--- src/rtl/aes_pkg.sv ---
// Shared AES constants: block/key widths, round-controller defaults,
// controller state encoding and the key-schedule round-constant table.
package aes_pkg;

  localparam int unsigned AesBlockW    = 128;
  localparam int unsigned AesKeyW      = 128;
  localparam int unsigned AesMaxRounds = 10;
  localparam int unsigned RoundW       = 4;
  localparam int unsigned RconW        = 8;

  localparam int unsigned DefNumRounds = 10;
  localparam int unsigned DefStageLat  = 3;

  typedef enum logic [1:0] {
    CtrlIdle  = 2'd0,
    CtrlInit  = 2'd1,
    CtrlRound = 2'd2,
    CtrlDone  = 2'd3
  } ctrlState_t;

  // Round constant for rounds 1..10; anything else yields 0x00.
  function automatic logic [RconW-1:0] rconLookup(input logic [RoundW-1:0] round);
    logic [RconW-1:0] rc;
    case (round)
      4'd1:    rc = 8'h01;
      4'd2:    rc = 8'h02;
      4'd3:    rc = 8'h04;
      4'd4:    rc = 8'h08;
      4'd5:    rc = 8'h10;
      4'd6:    rc = 8'h20;
      4'd7:    rc = 8'h40;
      4'd8:    rc = 8'h80;
      4'd9:    rc = 8'h1B;
      4'd10:   rc = 8'h36;
      default: rc = 8'h00;
    endcase
    return rc;
  endfunction

endpackage

--- src/rtl/aes_rcon.sv ---
// Combinational round-constant lookup, shared by the round controller
// and the key-expansion logic.
module aes_rcon
  import aes_pkg::*;
(
  input  logic [RoundW-1:0] round,
  output logic [RconW-1:0]  rcon
);

  always_comb rcon = rconLookup(round);

endmodule

--- src/rtl/aes_round_ctrl.sv ---
// Round sequencer for an iterative AES-128 datapath: load, NUM_ROUNDS rounds
// of STAGE_LAT stages each, then hold the ciphertext until it is taken.
module aes_round_ctrl
  import aes_pkg::*;
#(
  parameter int unsigned STAGE_LAT  = DefStageLat,
  parameter int unsigned NUM_ROUNDS = DefNumRounds
) (
  input  logic              clk,
  input  logic              rst,
  input  logic              in_valid,
  output logic              in_ready,
  input  logic              abort,
  output logic              out_valid,
  input  logic              out_ready,
  output logic              load_en,
  output logic              stage_en,
  output logic [RoundW-1:0] round_idx,
  output logic [RconW-1:0]  rcon,
  output logic              last_round,
  output logic              busy
);

  localparam int unsigned       CntW      = (STAGE_LAT > 1) ? $clog2(STAGE_LAT) : 1;
  localparam logic [CntW-1:0]   CntLast   = CntW'(STAGE_LAT - 1);
  localparam logic [RoundW-1:0] RoundLast = RoundW'(NUM_ROUNDS);

  ctrlState_t        state, stateNext;
  logic [CntW-1:0]   stageCnt, stageCntNext;
  logic [RoundW-1:0] roundIdx, roundIdxNext;
  logic [RconW-1:0]  rconLut;

  logic              inReadyNext, outValidNext, loadEnNext, stageEnNext;
  logic              lastRoundNext, busyNext;
  logic [RconW-1:0]  rconNext;

  // Outputs are registered, so the constant is looked up for the next round.
  aes_rcon u_rcon (
    .round (roundIdxNext),
    .rcon  (rconLut)
  );

  always_comb begin
    stateNext    = state;
    stageCntNext = stageCnt;
    roundIdxNext = roundIdx;

    case (state)
      CtrlIdle: begin
        stageCntNext = '0;
        roundIdxNext = '0;
        if (in_valid) stateNext = CtrlInit;
      end
      CtrlInit: begin
        if (abort) begin
          stateNext = CtrlIdle;
        end else begin
          stateNext    = CtrlRound;
          roundIdxNext = RoundW'(1);
          stageCntNext = '0;
        end
      end
      CtrlRound: begin
        if (abort) begin
          stateNext    = CtrlIdle;
          roundIdxNext = '0;
          stageCntNext = '0;
        end else if (stageCnt == CntLast) begin
          stageCntNext = '0;
          if (roundIdx == RoundLast) stateNext = CtrlDone;
          else                       roundIdxNext = roundIdx + RoundW'(1);
        end else begin
          stageCntNext = stageCnt + CntW'(1);
        end
      end
      CtrlDone: begin
        // abort wins over out_ready; both return to idle without a new result
        if (abort || out_ready) begin
          stateNext    = CtrlIdle;
          roundIdxNext = '0;
        end
      end
      default: begin
        stateNext    = CtrlIdle;
        stageCntNext = '0;
        roundIdxNext = '0;
      end
    endcase

    inReadyNext   = (stateNext == CtrlIdle);
    busyNext      = (stateNext != CtrlIdle);
    loadEnNext    = (stateNext == CtrlInit);
    stageEnNext   = (stateNext == CtrlRound);
    outValidNext  = (stateNext == CtrlDone);
    lastRoundNext = (stateNext == CtrlRound) && (roundIdxNext == RoundLast);
    rconNext      = (stateNext == CtrlRound) ? rconLut : '0;
  end

  always_ff @(posedge clk) begin
    if (rst) begin
      state      <= CtrlIdle;
      stageCnt   <= '0;
      roundIdx   <= '0;
      in_ready   <= 1'b1;
      out_valid  <= 1'b0;
      load_en    <= 1'b0;
      stage_en   <= 1'b0;
      rcon       <= '0;
      last_round <= 1'b0;
      busy       <= 1'b0;
    end else begin
      state      <= stateNext;
      stageCnt   <= stageCntNext;
      roundIdx   <= roundIdxNext;
      in_ready   <= inReadyNext;
      out_valid  <= outValidNext;
      load_en    <= loadEnNext;
      stage_en   <= stageEnNext;
      rcon       <= rconNext;
      last_round <= lastRoundNext;
      busy       <= busyNext;
    end
  end

  assign round_idx = roundIdx;

endmodule

--- config.mk ---
export PLATFORM = sky130hd
export DESIGN_NAME = aes_round_ctrl
export DESIGN_NICKNAME = d
export VERILOG_FILES = /design/src/rtl/aes_pkg.sv /design/src/rtl/aes_rcon.sv /design/src/rtl/aes_round_ctrl.sv
export SDC_FILE = /design/constraint.sdc
export NUM_CORES = 1
export LEC_CHECK = 0
export CORE_ASPECT_RATIO = 1.2
export CORE_UTILIZATION = 45
export DETAILED_ROUTE_END_ITERATION = 8
export PLACE_DENSITY = 0.72
export SYNTH_ARGS = -nofsm -noshare
export SYNTH_HDL_FRONTEND = slang
export SYNTH_HIERARCHICAL = 1
export SYNTH_SLANG_ARGS = --single-unit
--- constraint.sdc ---
create_clock -name clk -period 5.15 [get_ports clk]
set_clock_uncertainty 0.15 [all_clocks]
set_input_delay 1.2875 -clock clk [delete_from_list [all_inputs] [get_ports clk]]
set_output_delay 1.2875 -clock clk [all_outputs]
set_load 0.01 [all_outputs]
Run 1, zoomed window:
Window x 0 to 25, y 29 to 54 um. Cells in grey, sequential cells in the stronger grey; small squares are vias.
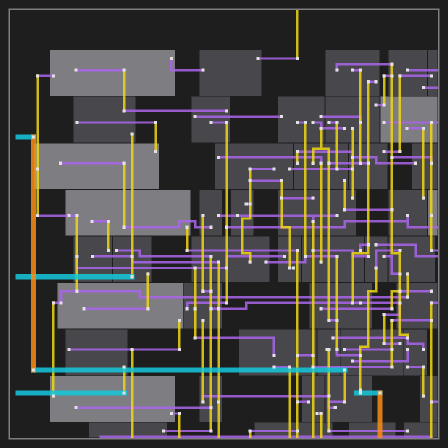
[orange] M4
[purple] M1
[cyan] M3
[yellow] M2
sequential cells in the window: 5
netlist names of flops here include: round_idx (3)
cells with their middle in the window: 38
most frequent: dfxtp_1 (5)

Run 1, track usage over the die:
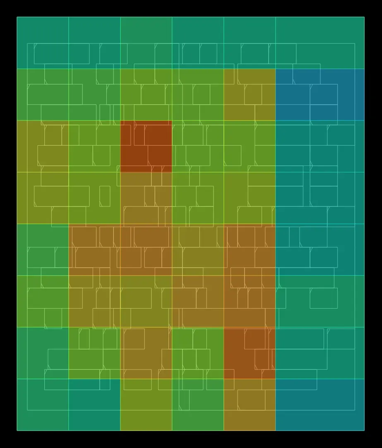
routing layer with the top usage in global route: met2
met1 Use GR: 24.7%
met3 Track Usage GR: 3.27%
per-cell routed wire length: 12.2 um

Run 1, cells by drive strength:
Scale: 6 px per um.
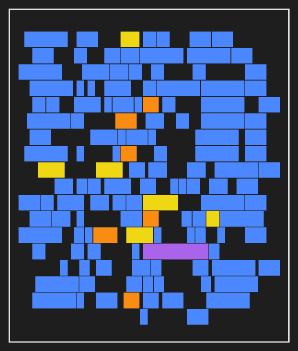
[yellow] x2 | cells: 6
[orange] x3 and x4 | cells: 6 | most used: clkbuf_4
[blue] x1 and smaller | cells: 122
[purple] x6 and larger | cells: 1 | most used: bufinv_16

==> results.sh, run 1 <==
# implementation run metrics
export IMPL_r2r_worst_path_cells=7
export IMPL_critical_path_startpoint_type="primary input"
export IMPL_timing_final_ws_setup_ns=1.55
export IMPL_synth_ff_latch_count=22
export IMPL_first_global_vias=810
export IMPL_holdBufCountCts=0
export IMPL_clk_latency_ns=0.30
export IMPL_route_antenna_remaining_nets=0
export IMPL_grt_pass1_wl_um=3550
export IMPL_core_area_sq_um=2140
export IMPL_finalWorstPathRequiredPeriod_ns=3.60
export IMPL_total_number_of_clock_tree_sinks=22
export IMPL_largest_net_degree_at_the_start_of_global_routing=15
export IMPL_drive_above_1_share_pct=9.63
export IMPL_hold_path_startpoint="stageCnt[0]$_SDFFE_PP0P_"
export IMPL_synth_warnings=6
export IMPL_cts_buffers=3
export IMPL_cts_tree="yes"
export IMPL_yosys_most_used_dff="sky130_fd_sc_hd__dfxtp_1"
export IMPL_layout_area_overhead_vs_synth_pct=28.2
export IMPL_hold_depth=2
export IMPL_grt_overflow_total=0
export IMPL_timing_max_slew_rel_slack_pct=52.0
export IMPL_synth_seq_share_pct=41.5
export IMPL_netlist_area_sq_um=1060
export IMPL_stage_log_warnings=30
export IMPL_chip_area_sq_um=2560
export IMPL_die_h_um=55.2
export IMPL_gr_usage_all_layers_pct=18.3
export IMPL_placement_rows=18
export IMPL_status="finished clean"
export IMPL_worst_ep_arrival_time_ns=3.66
export IMPL_dp_hpwl_um=1470
export IMPL_syn_instance_count=112
export IMPL_worst_pin_slew_ns=0.713
export IMPL_required_ns=5.21
export IMPL_timing_final_crit_share_pct=69.8
export IMPL_place_congestion=0.857
export IMPL_yosys_cell_count=112
export IMPL_hp_class="reg2reg"
export IMPL_cts_resized=0
export IMPL_setup_viol=0
export IMPL_post_synth_num_cell_types=43
export IMPL_setup_worst_path_class="in2reg"
export IMPL_critical_path_slowest_cell="sky130_fd_sc_hd__clkdlybuf4s50_1"
export IMPL_worst_setup_path_end_kind="register"
export IMPL_worst_ir_drop_on_vdd_mv=0.130
export IMPL_cts_htree_levels=1
export IMPL_power_density_nw_per_um2=243
export IMPL_drt_vias_per_instance=5.19
export IMPL_setup_reg_to_reg_worst_slack_ns=2.67
export IMPL_ctsLongestPathBuffers=2
export IMPL_synthArstFlopShare_pct=0
export IMPL_clock_tree_root_cell="sky130_fd_sc_hd__clkbuf_4"
export IMPL_cts_clk_slew_worst_paths_ns=0.12
export IMPL_edff_count_synth=0
export IMPL_antenna_violations_before_repair=0
export IMPL_drc=0
export IMPL_critical_path_cell_chain="clkdlybuf4s50_1, or3b_4, or3_1, o211ai_2, inv_1, ha_1, a22o_1, and2_1"
export IMPL_power_total_uw=331
export IMPL_die_width_um=46.4
export IMPL_cellLeakagePower_nw=0.518
export IMPL_cp_slowest_stage_delay_ns=0.64
export IMPL_dp_worst_setup_slack_ns=1.23
export IMPL_report_final_hold_viol_count=0
export IMPL_timing_critical_path_fanout_max=13
export IMPL_synth_net_count=123
export IMPL_rr_startpoint="state[1]$_SDFF_PP0_"
export IMPL_post_route_setup_tns_ns=0
export IMPL_ys_chip_area_sq_um=1060
export IMPL_slew_viol_final=0
export IMPL_vias=856
export IMPL_timing_hold_worst_endpoint="stageCnt[0]$_SDFFE_PP0P_"
export IMPL_fp_util_pct=49.6
export IMPL_boundaryPins=23
export IMPL_avgSynthCellArea_sq_um=9.48
export IMPL_layout_nets=147
export IMPL_top_layout_cells="sky130_fd_sc_hd__dfxtp_1, sky130_fd_sc_hd__clkdlybuf4s50_1, sky130_fd_sc_hd__nor2_1"
export IMPL_r2r_end="rcon[4]$_SDFF_PP0_"
export IMPL_rsz0062_at_grt="false"
export IMPL_route_final_wire_length_um=2010
export IMPL_antenna_diode_count=0
export IMPL_number_of_optimization_iterations_in_the_first_detailed_route_pass=4
export IMPL_io_buffers=22
export IMPL_drtIter0Drc=8
export IMPL_maxCapViolations=0
export IMPL_maxClockFrequency_mhz=278
export IMPL_post_cts_setup_buffers=0
==> run 1: layout make-up <==
type,instances,area [sq um]
Timing Repair Buffer,23,228
Sequential cell,22,440
Clock buffer,3,22.5
Inverter,5,18.8
Tap cell,30,37.5
Fill cell,208,778
Clock inverter,1,30.0
Multi-Input combinational cell,81,584
==> run 1: cell usage after synthesis, drive strengths merged (3+ instances only) <==
| cell type | number | area [sq um] |
|---|---|---|
| a31oi | 4 | 31.3 |
| and2 | 10 | 62.6 |
| buf | 3 | 15.0 |
| dfxtp | 22 | 440 |
| ha | 6 | 75.1 |
| inv | 5 | 18.8 |
| nand2 | 3 | 11.3 |
| nand3 | 3 | 15.0 |
| nor2 | 11 | 41.3 |
| nor2b | 6 | 40.0 |
| nor3 | 3 | 15.0 |
==> run 1: routing by layer <==
metal	vias up	share of wire (%)	track usage (%)
met2	23	47	28.4
met3	4	3.8	3.27
met1	388	48	24.7
met4	0	1.3	6.30
li1	441	-	-
met5	-	0	0
==> run 1: worst max-delay path, delay by kind of cell <==
family,cells,cell delay (ns)
fa+ha+maj,1,0.30
compound gates,2,0.33
simple gates,3,1.00
buf+inv,2,0.74
==> run 1: how the worst max path moves through the flow <==
stage	startpoint	end	slack, ns
floorplan	abort	rcon[4]$_SDFF_PP0_	2.08
finish	abort	rcon[4]$_SDFF_PP0_	1.55
CTS	abort	rcon[4]$_SDFF_PP0_	1.55
global placement	abort	rcon[4]$_SDFF_PP0_	1.31
global route	abort	rcon[1]$_SDFF_PP0_	1.45
detailed placement	abort	rcon[4]$_SDFF_PP0_	1.23
==> run 1: registers in the layout, indices dropped and copies added, names as in the netlist, 2 cells and up <==
register   cells
round_idx      4
state          2
rcon           8
stageCnt       2
==> run 1: where the power goes <==
| group | internal (mW) | switching [mW] | leakage (nW) | total [mW] |
|---|---|---|---|---|
| registers | 0.173 | 0.00344 | 0.178 | 0.177 |
| logic | 0.0125 | 0.0119 | 0.311 | 0.0244 |
| clock network | 0.0786 | 0.0514 | 0.0279 | 0.130 |
==> run 1: metrics by stage <==
step	util [%]	std cells	cell area, sq um	hold WS, ns
floorplan	-	112	1060	0.375
global placement	61.2	161	1310	0.409
detailed placement	61.2	161	1310	0.408
CTS	63.6	165	1360	0.430
global route	63.6	165	1360	0.473
finish	63.6	165	1360	0.428
==> run 1: kinds of logic after synthesis <==
kind of cell	share of synthesized area, %
AND-OR/OR-AND	15.9
AND/OR/NAND/NOR	29.3
flip-flops	41.5
XOR/XNOR	0.825
buffers and inverters	3.53
multiplexers	1.88
adder cells (fa/ha/maj)	7.07
Run 1, placed cells, one colour a class:
Scale: 6 px per um.
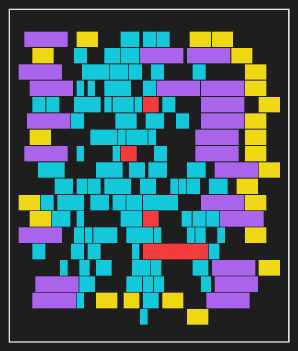

==> run 2: changes to the inputs <==
CORE_UTILIZATION = 44   (was 45)
PLACE_DENSITY = 0.74   (was 0.72)
clock period = 3.3 ns   (was 5.15 ns; I/O delays follow)
Run 2, placed cells, one colour a class:
Scale: 6 px per um.
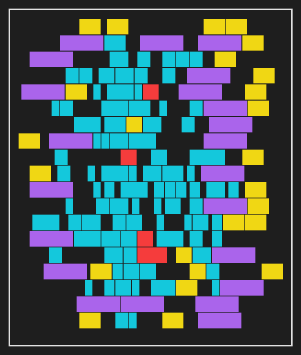
[purple] registers | cells: 22 | share of their area: 33%
[yellow] remaining buffers and delay cells | cells: 25 | share of their area: 18%
[cyan] remaining logic cells | cells: 86 | share of their area: 46%
[red] clock drivers and dummy loads | cells: 4 | share of their area: 2.7%

Run 2, track usage over the die:
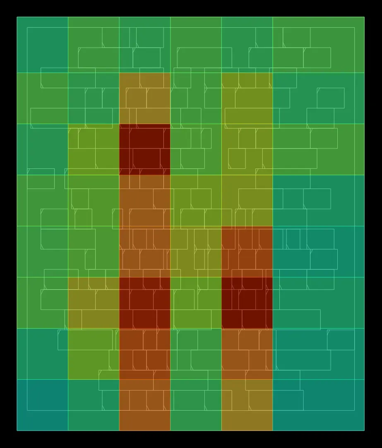
met3 Track Usage GR: 4.22%
met2 GRT Util: 26.0%
met1 Use GR: 25.3%

==> run 2 against run 1 <==
Global-route usage is 0.37 points higher. Synthesized cell count stayed put. Flip-flop count stayed put. Sequential power is 56% higher. Count of clock-buffer cells in the layout is 1 higher. Utilization is 4.0 points lower. Final cell count is 1.8% higher. Combinational power is 61% higher.
==> results.sh, run 2 <==
# implementation run metrics
export IMPL_switching_share_pct=23.1
export IMPL_yosys_most_used_dff="sky130_fd_sc_hd__dfxtp_1"
export IMPL_hold_depth=2
export IMPL_cts_tree="yes"
export IMPL_rsz0062_at_grt="false"
export IMPL_fp_util_pct=46.5
export IMPL_worst_ep_arrival_time_ns=2.91
export IMPL_cellLeakagePower_nw=0.520
export IMPL_yosysTopAreaCellShare_pct=41.5
export IMPL_power_density_nw_per_um2=342
export IMPL_placement_rows=19
export IMPL_core_area_sq_um=2280
export IMPL_syn_instance_count=112
export IMPL_top_layout_cells="sky130_fd_sc_hd__dfxtp_1, sky130_fd_sc_hd__clkdlybuf4s50_1, sky130_fd_sc_hd__nor2_1"
export IMPL_grt_pass1_wl_um=3550
export IMPL_critical_path_startpoint_type="primary input"
export IMPL_place_congestion=0.880
export IMPL_edff_count_synth=0
export IMPL_boundaryPins=23
export IMPL_drc=0
export IMPL_number_of_optimization_iterations_in_the_first_detailed_route_pass=4
export IMPL_synth_warnings=6
export IMPL_cp_slowest_stage_delay_ns=0.42
export IMPL_drt_vias_per_instance=5.17
export IMPL_synthArstFlopShare_pct=0
export IMPL_post_cts_setup_buffers=0
export IMPL_post_route_setup_tns_ns=0
export IMPL_wl_per_cell_um=12.3
export IMPL_worst_pin_slew_ns=0.685
export IMPL_synth_ff_latch_count=22
export IMPL_worst_setup_path_end_kind="register"
export IMPL_layout_area_overhead_vs_synth_pct=28.2
export IMPL_clk_latency_ns=0.31
export IMPL_synth_net_count=123
export IMPL_timing_critical_path_fanout_max=5
export IMPL_timing_max_slew_rel_slack_pct=54.0
export IMPL_holdBufCountCts=0
export IMPL_r2r_worst_path_cells=11
export IMPL_sequentialPowerShare_pct=59.2
export IMPL_top_layer="met4"
export IMPL_drive_above_1_share_pct=10.9
export IMPL_maxClockFrequency_mhz=351
export IMPL_timing_final_crit_share_pct=86.2
export IMPL_cts_resized=0
export IMPL_clkPwrFrac_pct=32.3
export IMPL_setup_viol=0
export IMPL_detailroute_wirelength_met2_um=992
export IMPL_dp_hpwl_um=1520
export IMPL_largest_register_ffs=8
export IMPL_vias=868
export IMPL_chip_area_sq_um=2620
export IMPL_synthTopCellsByArea="sky130_fd_sc_hd__dfxtp_1, sky130_fd_sc_hd__ha_1, sky130_fd_sc_hd__and2_1"
export IMPL_critical_path_slowest_cell="sky130_fd_sc_hd__clkdlybuf4s50_1"
export IMPL_nFillCells=217
export IMPL_io_buffers=22
export IMPL_antenna_diode_count=0
export IMPL_ys_chip_area_sq_um=1060
export IMPL_postLayoutCoreUtil_pct=59.6
export IMPL_grt_overflow_total=0
export IMPL_die_h_um=55.8
export IMPL_layout_nets=149
export IMPL_most_common_cell="sky130_fd_sc_hd__dfxtp_1"
export IMPL_gr_usage_all_layers_pct=18.7
export IMPL_finalWorstPathRequiredPeriod_ns=2.85
export IMPL_worst_ir_drop_on_vdd_mv=0.256
export IMPL_drtIter0Drc=19
export IMPL_synth_seq_share_pct=41.5
export IMPL_largest_net_degree_at_the_start_of_global_routing=15
export IMPL_ctsLongestPathBuffers=2
export IMPL_yosys_cell_count=112
export IMPL_detailed_route_wirelength_on_metal3_um=62
export IMPL_status="finished clean"
export IMPL_intPower_uw=359
export IMPL_avgSynthCellArea_sq_um=9.48
export IMPL_m1WireLength_um=996
export IMPL_total_number_of_clock_tree_sinks=22
export IMPL_setup_worst_path_class="in2reg"
export IMPL_stage_log_warnings=30
export IMPL_cts_clk_slew_worst_paths_ns=0.13
export IMPL_maxCapViolations=0
export IMPL_yosysTopAreaCell="sky130_fd_sc_hd__dfxtp_1"
export IMPL_synthTopCellsByCount="sky130_fd_sc_hd__dfxtp_1, sky130_fd_sc_hd__nor2_1, sky130_fd_sc_hd__and2_1, sky130_fd_sc_hd__ha_1"
export IMPL_cts_buffers=3
export IMPL_antenna_violations_before_repair=0
export IMPL_route_antenna_remaining_nets=0
export IMPL_p_comb_share_pct=8.4
export IMPL_first_global_vias=847
export IMPL_netlist_area_sq_um=1060
export IMPL_hp_class="reg2reg"
export IMPL_max_flop_register="rcon"
export IMPL_slew_viol_final=0
export IMPL_die_width_um=46.9
export IMPL_cts_htree_levels=1
export IMPL_total_switching_power_uw=107
export IMPL_route_final_wire_length_um=2070
export IMPL_clock_tree_root_cell="sky130_fd_sc_hd__clkbuf_4"
export IMPL_required_ns=3.37
export IMPL_critical_path_cell_chain="clkdlybuf4s50_1, or3b_4, or3_1, o211ai_2, inv_1, ha_1, mux2i_1, nor2_1, and2_1"
export IMPL_post_synth_num_cell_types=43
export IMPL_report_final_hold_viol_count=0
-- run 2: cell counts after synthesis --
No cell type changed its count.
-- run 2: worst paths after layout --
path	startpoint	end	slack (ns)
setup reg to reg	round_idx[0]$_SDFF_PP0_	rcon[1]$_SDFF_PP0_	0.55
hold / removal	stageCnt[0]$_SDFFE_PP0P_	stageCnt[0]$_SDFFE_PP0P_	0.42
hold reg to reg	stageCnt[0]$_SDFFE_PP0P_	stageCnt[0]$_SDFFE_PP0P_	0.42
setup / recovery	abort	rcon[1]$_SDFF_PP0_	0.45
-- run 2: cells by family after synthesis --
family                   Yosys count  share of synthesized area (%)
AND/OR/NAND/NOR                   51                           29.3
AND-OR/OR-AND                     21                           15.9
buffers and inverters              9                           3.53
multiplexers                       2                           1.88
flip-flops                        22                           41.5
XOR/XNOR                           1                          0.825
adder cells (fa/ha/maj)            6                           7.07
-- run 2: routing by layer --
layer  up-vias  GRT usage, %
li1        442             -
met1       403          25.3
met2        19          26.0
met3         4          4.22
met4         0          11.8
met5         -             0
-- run 2: critical path: cells and delay by family --
family | cells | cell delay [ns]
and+or+nand+nor | 4 | 0.95
AOI/OAI and AO/OA | 1 | 0.14
muxes | 1 | 0.15
adders and majority gates | 1 | 0.31
buffers and inverters | 2 | 0.53
-- run 2: cell type report --
| cell class | count | area, sq um | area share (%) |
|---|---|---|---|
| clock buffers | 4 | 36.3 | 2.67 |
| inverters | 5 | 18.8 | 1.38 |
| multi-input cells | 81 | 584 | 42.9 |
| flip-flops and latches | 22 | 440 | 32.4 |
| well taps | 31 | 38.8 | 2.85 |
| repair buffers | 25 | 243 | 17.8 |
-- run 2: through the flow --
stage / instances / hold slack [ns] / power (mW) / setup slack (ns) / instance area [sq um]
6_report: 168 / 0.417 / 0.466 / 0.454 / 1360
5_1_grt: 168 / 0.476 / 0.487 / 0.328 / 1360
4_1_cts: 168 / 0.420 / 0.466 / 0.466 / 1360
3_5_place_dp: 164 / 0.399 / 0.321 / 0.140 / 1330
3_3_place_gp: 164 / 0.409 / 0.321 / 0.192 / 1330
2_1_floorplan: 112 / 0.375 / 0.303 / 0.692 / 1060
-- run 2: power groups by stage --
stage	combinational, mW	clock (mW)	sequential, mW
6_report	0.0393	0.151	0.276
5_1_grt	0.0436	0.166	0.277
4_1_cts	0.0394	0.150	0.276
3_5_place_dp	0.0393	0	0.282
3_3_place_gp	0.0388	0	0.282
2_1_floorplan	0.0217	0	0.281
==> run 3: changes to the inputs <==
CTS_CLUSTER_SIZE = 24   (was default)
GPL_ROUTABILITY_DRIVEN = 0   (was default)
Run 3, placed cells, one colour a class:
Scale: 6 px per um.
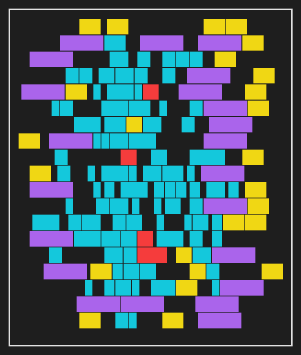
[purple] registers | cells: 22 | share of their area: 33%
[red] clock drivers and dummy loads | cells: 4 | share of their area: 2.7%
[cyan] remaining logic cells | cells: 86 | share of their area: 46%
[yellow] remaining buffers and delay cells | cells: 25 | share of their area: 18%

==> run 3 against run 2 <==
Die area did not move. Sequential share of layout area did not move. Sequential power barely moved. Utilization did not move. Non-clock buffer count did not move. Critical endpoint unchanged.
==> results.sh, run 3 <==
# implementation run metrics
export IMPL_status="finished clean"
export IMPL_cts_clk_slew_worst_paths_ns=0.13
export IMPL_holdBufCountCts=0
export IMPL_timing_final_crit_share_pct=86.2
export IMPL_top_layout_cells="sky130_fd_sc_hd__dfxtp_1, sky130_fd_sc_hd__clkdlybuf4s50_1, sky130_fd_sc_hd__nor2_1"
export IMPL_nFillCells=217
export IMPL_boundaryPins=23
export IMPL_drt_vias_per_instance=5.17
export IMPL_core_area_sq_um=2280
export IMPL_power_density_nw_per_um2=342
export IMPL_placed_cells_incl_taps=164
export IMPL_setup_viol=0
export IMPL_most_common_cell="sky130_fd_sc_hd__dfxtp_1"
export IMPL_hp_class="reg2reg"
export IMPL_synth_seq_share_pct=41.5
export IMPL_setup_worst_path_class="in2reg"
export IMPL_cts_resized=0
export IMPL_power_total_uw=466
export IMPL_route_final_wire_length_um=2070
export IMPL_worst_ir_drop_on_vdd_mv=0.256
export IMPL_final_cell_count_no_fill=168
export IMPL_r2r_end="rcon[1]$_SDFF_PP0_"
export IMPL_synth_ff_latch_count=22
export IMPL_placement_rows=19
export IMPL_total_number_of_clock_tree_sinks=22
export IMPL_hold_path_startpoint="stageCnt[0]$_SDFFE_PP0P_"
export IMPL_fp_util_pct=46.5
export IMPL_die_width_um=46.9
export IMPL_chip_area_sq_um=2620
export IMPL_cts_tree="yes"
export IMPL_clk_latency_ns=0.31
export IMPL_edff_count_synth=0
export IMPL_r2r_worst_path_cells=11
export IMPL_cts_buffers=3
export IMPL_gr_usage_all_layers_pct=18.7
export IMPL_ctsLongestPathBuffers=2
export IMPL_grt_overflow_total=0
export IMPL_clock_tree_root_cell="sky130_fd_sc_hd__clkbuf_4"
export IMPL_post_synth_num_cell_types=43
export IMPL_grt_pass1_wl_um=3550
export IMPL_avgSynthCellArea_sq_um=9.48
export IMPL_hold_depth=2
export IMPL_yosys_most_used_dff="sky130_fd_sc_hd__dfxtp_1"
export IMPL_worst_ep_arrival_time_ns=2.91
export IMPL_max_flop_register="rcon"
export IMPL_rsz0062_at_grt="false"
export IMPL_antenna_violations_before_repair=0
export IMPL_largest_register_ffs=8
export IMPL_cellLeakagePower_nw=0.520
export IMPL_finalWorstPathRequiredPeriod_ns=2.85
export IMPL_number_of_optimization_iterations_in_the_first_detailed_route_pass=4
export IMPL_stage_log_warnings=30
export IMPL_netlist_area_sq_um=1060
export IMPL_synthArstFlopShare_pct=0
export IMPL_wl_per_cell_um=12.3
export IMPL_yosysTopAreaCell="sky130_fd_sc_hd__dfxtp_1"
export IMPL_drc=0
export IMPL_worst_setup_path_end_kind="register"
export IMPL_synth_net_count=123
export IMPL_drive_above_1_share_pct=10.9
export IMPL_post_route_setup_tns_ns=0
export IMPL_post_cts_setup_buffers=0
export IMPL_io_buffers=22
export IMPL_drtIter0Drc=19
export IMPL_maxClockFrequency_mhz=351
export IMPL_required_ns=3.37
export IMPL_syn_instance_count=112
export IMPL_slew_viol_final=0
export IMPL_postLayoutCoreUtil_pct=59.6
export IMPL_ys_chip_area_sq_um=1060
export IMPL_layout_nets=149
export IMPL_layout_area_overhead_vs_synth_pct=28.2
export IMPL_synthTopCellsByCount="sky130_fd_sc_hd__dfxtp_1, sky130_fd_sc_hd__nor2_1, sky130_fd_sc_hd__and2_1, sky130_fd_sc_hd__ha_1"
export IMPL_first_global_vias=847
export IMPL_cts_htree_levels=1
export IMPL_yosysTopAreaCellShare_pct=41.5
export IMPL_dp_hpwl_um=1520
export IMPL_largest_net_degree_at_the_start_of_global_routing=15
export IMPL_synthTopCellsByArea="sky130_fd_sc_hd__dfxtp_1, sky130_fd_sc_hd__ha_1, sky130_fd_sc_hd__and2_1"
export IMPL_vias=868
export IMPL_worst_pin_slew_ns=0.685
export IMPL_synth_warnings=6
export IMPL_critical_path_startpoint_type="primary input"
export IMPL_timing_max_slew_rel_slack_pct=54.0
export IMPL_timing_hold_worst_endpoint="stageCnt[0]$_SDFFE_PP0P_"
export IMPL_setup_reg_to_reg_worst_slack_ns=0.55
export IMPL_route_antenna_remaining_nets=0
export IMPL_yosys_cell_count=112
export IMPL_rr_startpoint="round_idx[0]$_SDFF_PP0_"
export IMPL_timing_critical_path_fanout_max=5
export IMPL_report_final_hold_viol_count=0
export IMPL_antenna_diode_count=0
export IMPL_die_h_um=55.8
export IMPL_maxCapViolations=0
Run 3, cells by drive strength:
Scale: 6 px per um.
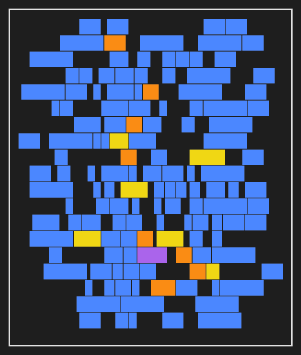
[purple] x6 and larger | cells: 1 | most used: clkbuf_8
[orange] x3 and x4 | cells: 8
[blue] x1 and smaller | cells: 122
[yellow] x2 | cells: 6

run 3: critical path: stages:
cell and delay, ns:
sky130_fd_sc_hd__clkdlybuf4s50_1 0.42, sky130_fd_sc_hd__or3b_4 0.40, sky130_fd_sc_hd__or3_1 0.37, sky130_fd_sc_hd__o211ai_2 0.14
sky130_fd_sc_hd__inv_1 0.11, sky130_fd_sc_hd__ha_1 0.31, sky130_fd_sc_hd__mux2i_1 0.15, sky130_fd_sc_hd__nor2_1 0.05
sky130_fd_sc_hd__and2_1 0.13
run 3: kinds of logic (layout without fill, tap and decap cells):
group	Yosys count	after routing	share of synthesized area (%)
multiplexers	2	2	1.88
AND/OR/NAND/NOR	51	51	29.3
adder cells (fa/ha/maj)	6	6	7.07
flip-flops	22	22	41.5
buffers and inverters	9	34	3.53
XOR/XNOR	1	1	0.825
AND-OR/OR-AND	21	21	15.9
run 3: cell type report:
cell class              instances  area (sq um)  share of cell area [%]
flip-flops and latches         22           440                    32.4
clock buffers                   4          36.3                    2.67
well taps                      31          38.8                    2.85
inverters                       5          18.8                    1.38
multi-input cells              81           584                    42.9
repair buffers                 25           243                    17.8
run 3: routing by layer:
| layer | part of all wire, % | track usage [%] | vias to the layer above |
|---|---|---|---|
| li1 | - | - | 442 |
| met1 | 48 | 25.3 | 403 |
| met2 | 48 | 26.0 | 19 |
| met3 | 3.0 | 4.22 | 4 |
| met4 | 1.1 | 11.8 | 0 |
| met5 | 0 | 0 | - |
run 3: worst max-delay path by stage:
stage                                       start                  to  slack [ns]  cells past startpoint
after floorplan                             abort  rcon[4]$_SDFF_PP0_        0.69                      7
after CTS                                   abort  rcon[1]$_SDFF_PP0_        0.47                      9
final                                       abort  rcon[1]$_SDFF_PP0_        0.45                      9
after global routing      round_idx[0]$_SDFF_PP0_  rcon[1]$_SDFF_PP0_        0.33                     11
after detailed placement                    abort  rcon[1]$_SDFF_PP0_        0.14                      9
after global placement                      abort  rcon[4]$_SDFF_PP0_        0.19                      8
run 3: metrics by stage:
step	hold slack [ns]	instance area, sq um	setup slack [ns]
2_1_floorplan	0.375	1060	0.692
3_5_place_dp	0.399	1330	0.140
5_1_grt	0.476	1360	0.328
3_3_place_gp	0.409	1330	0.192
6_report	0.417	1360	0.454
4_1_cts	0.420	1360	0.466
run 3: where the power goes:
part / switching (mW) / internal (mW)
clock network: 0.0834 / 0.0674
registers: 0.00522 / 0.271
logic: 0.0188 / 0.0205
No activity file was given, so power comes from the tool's default toggle rates.
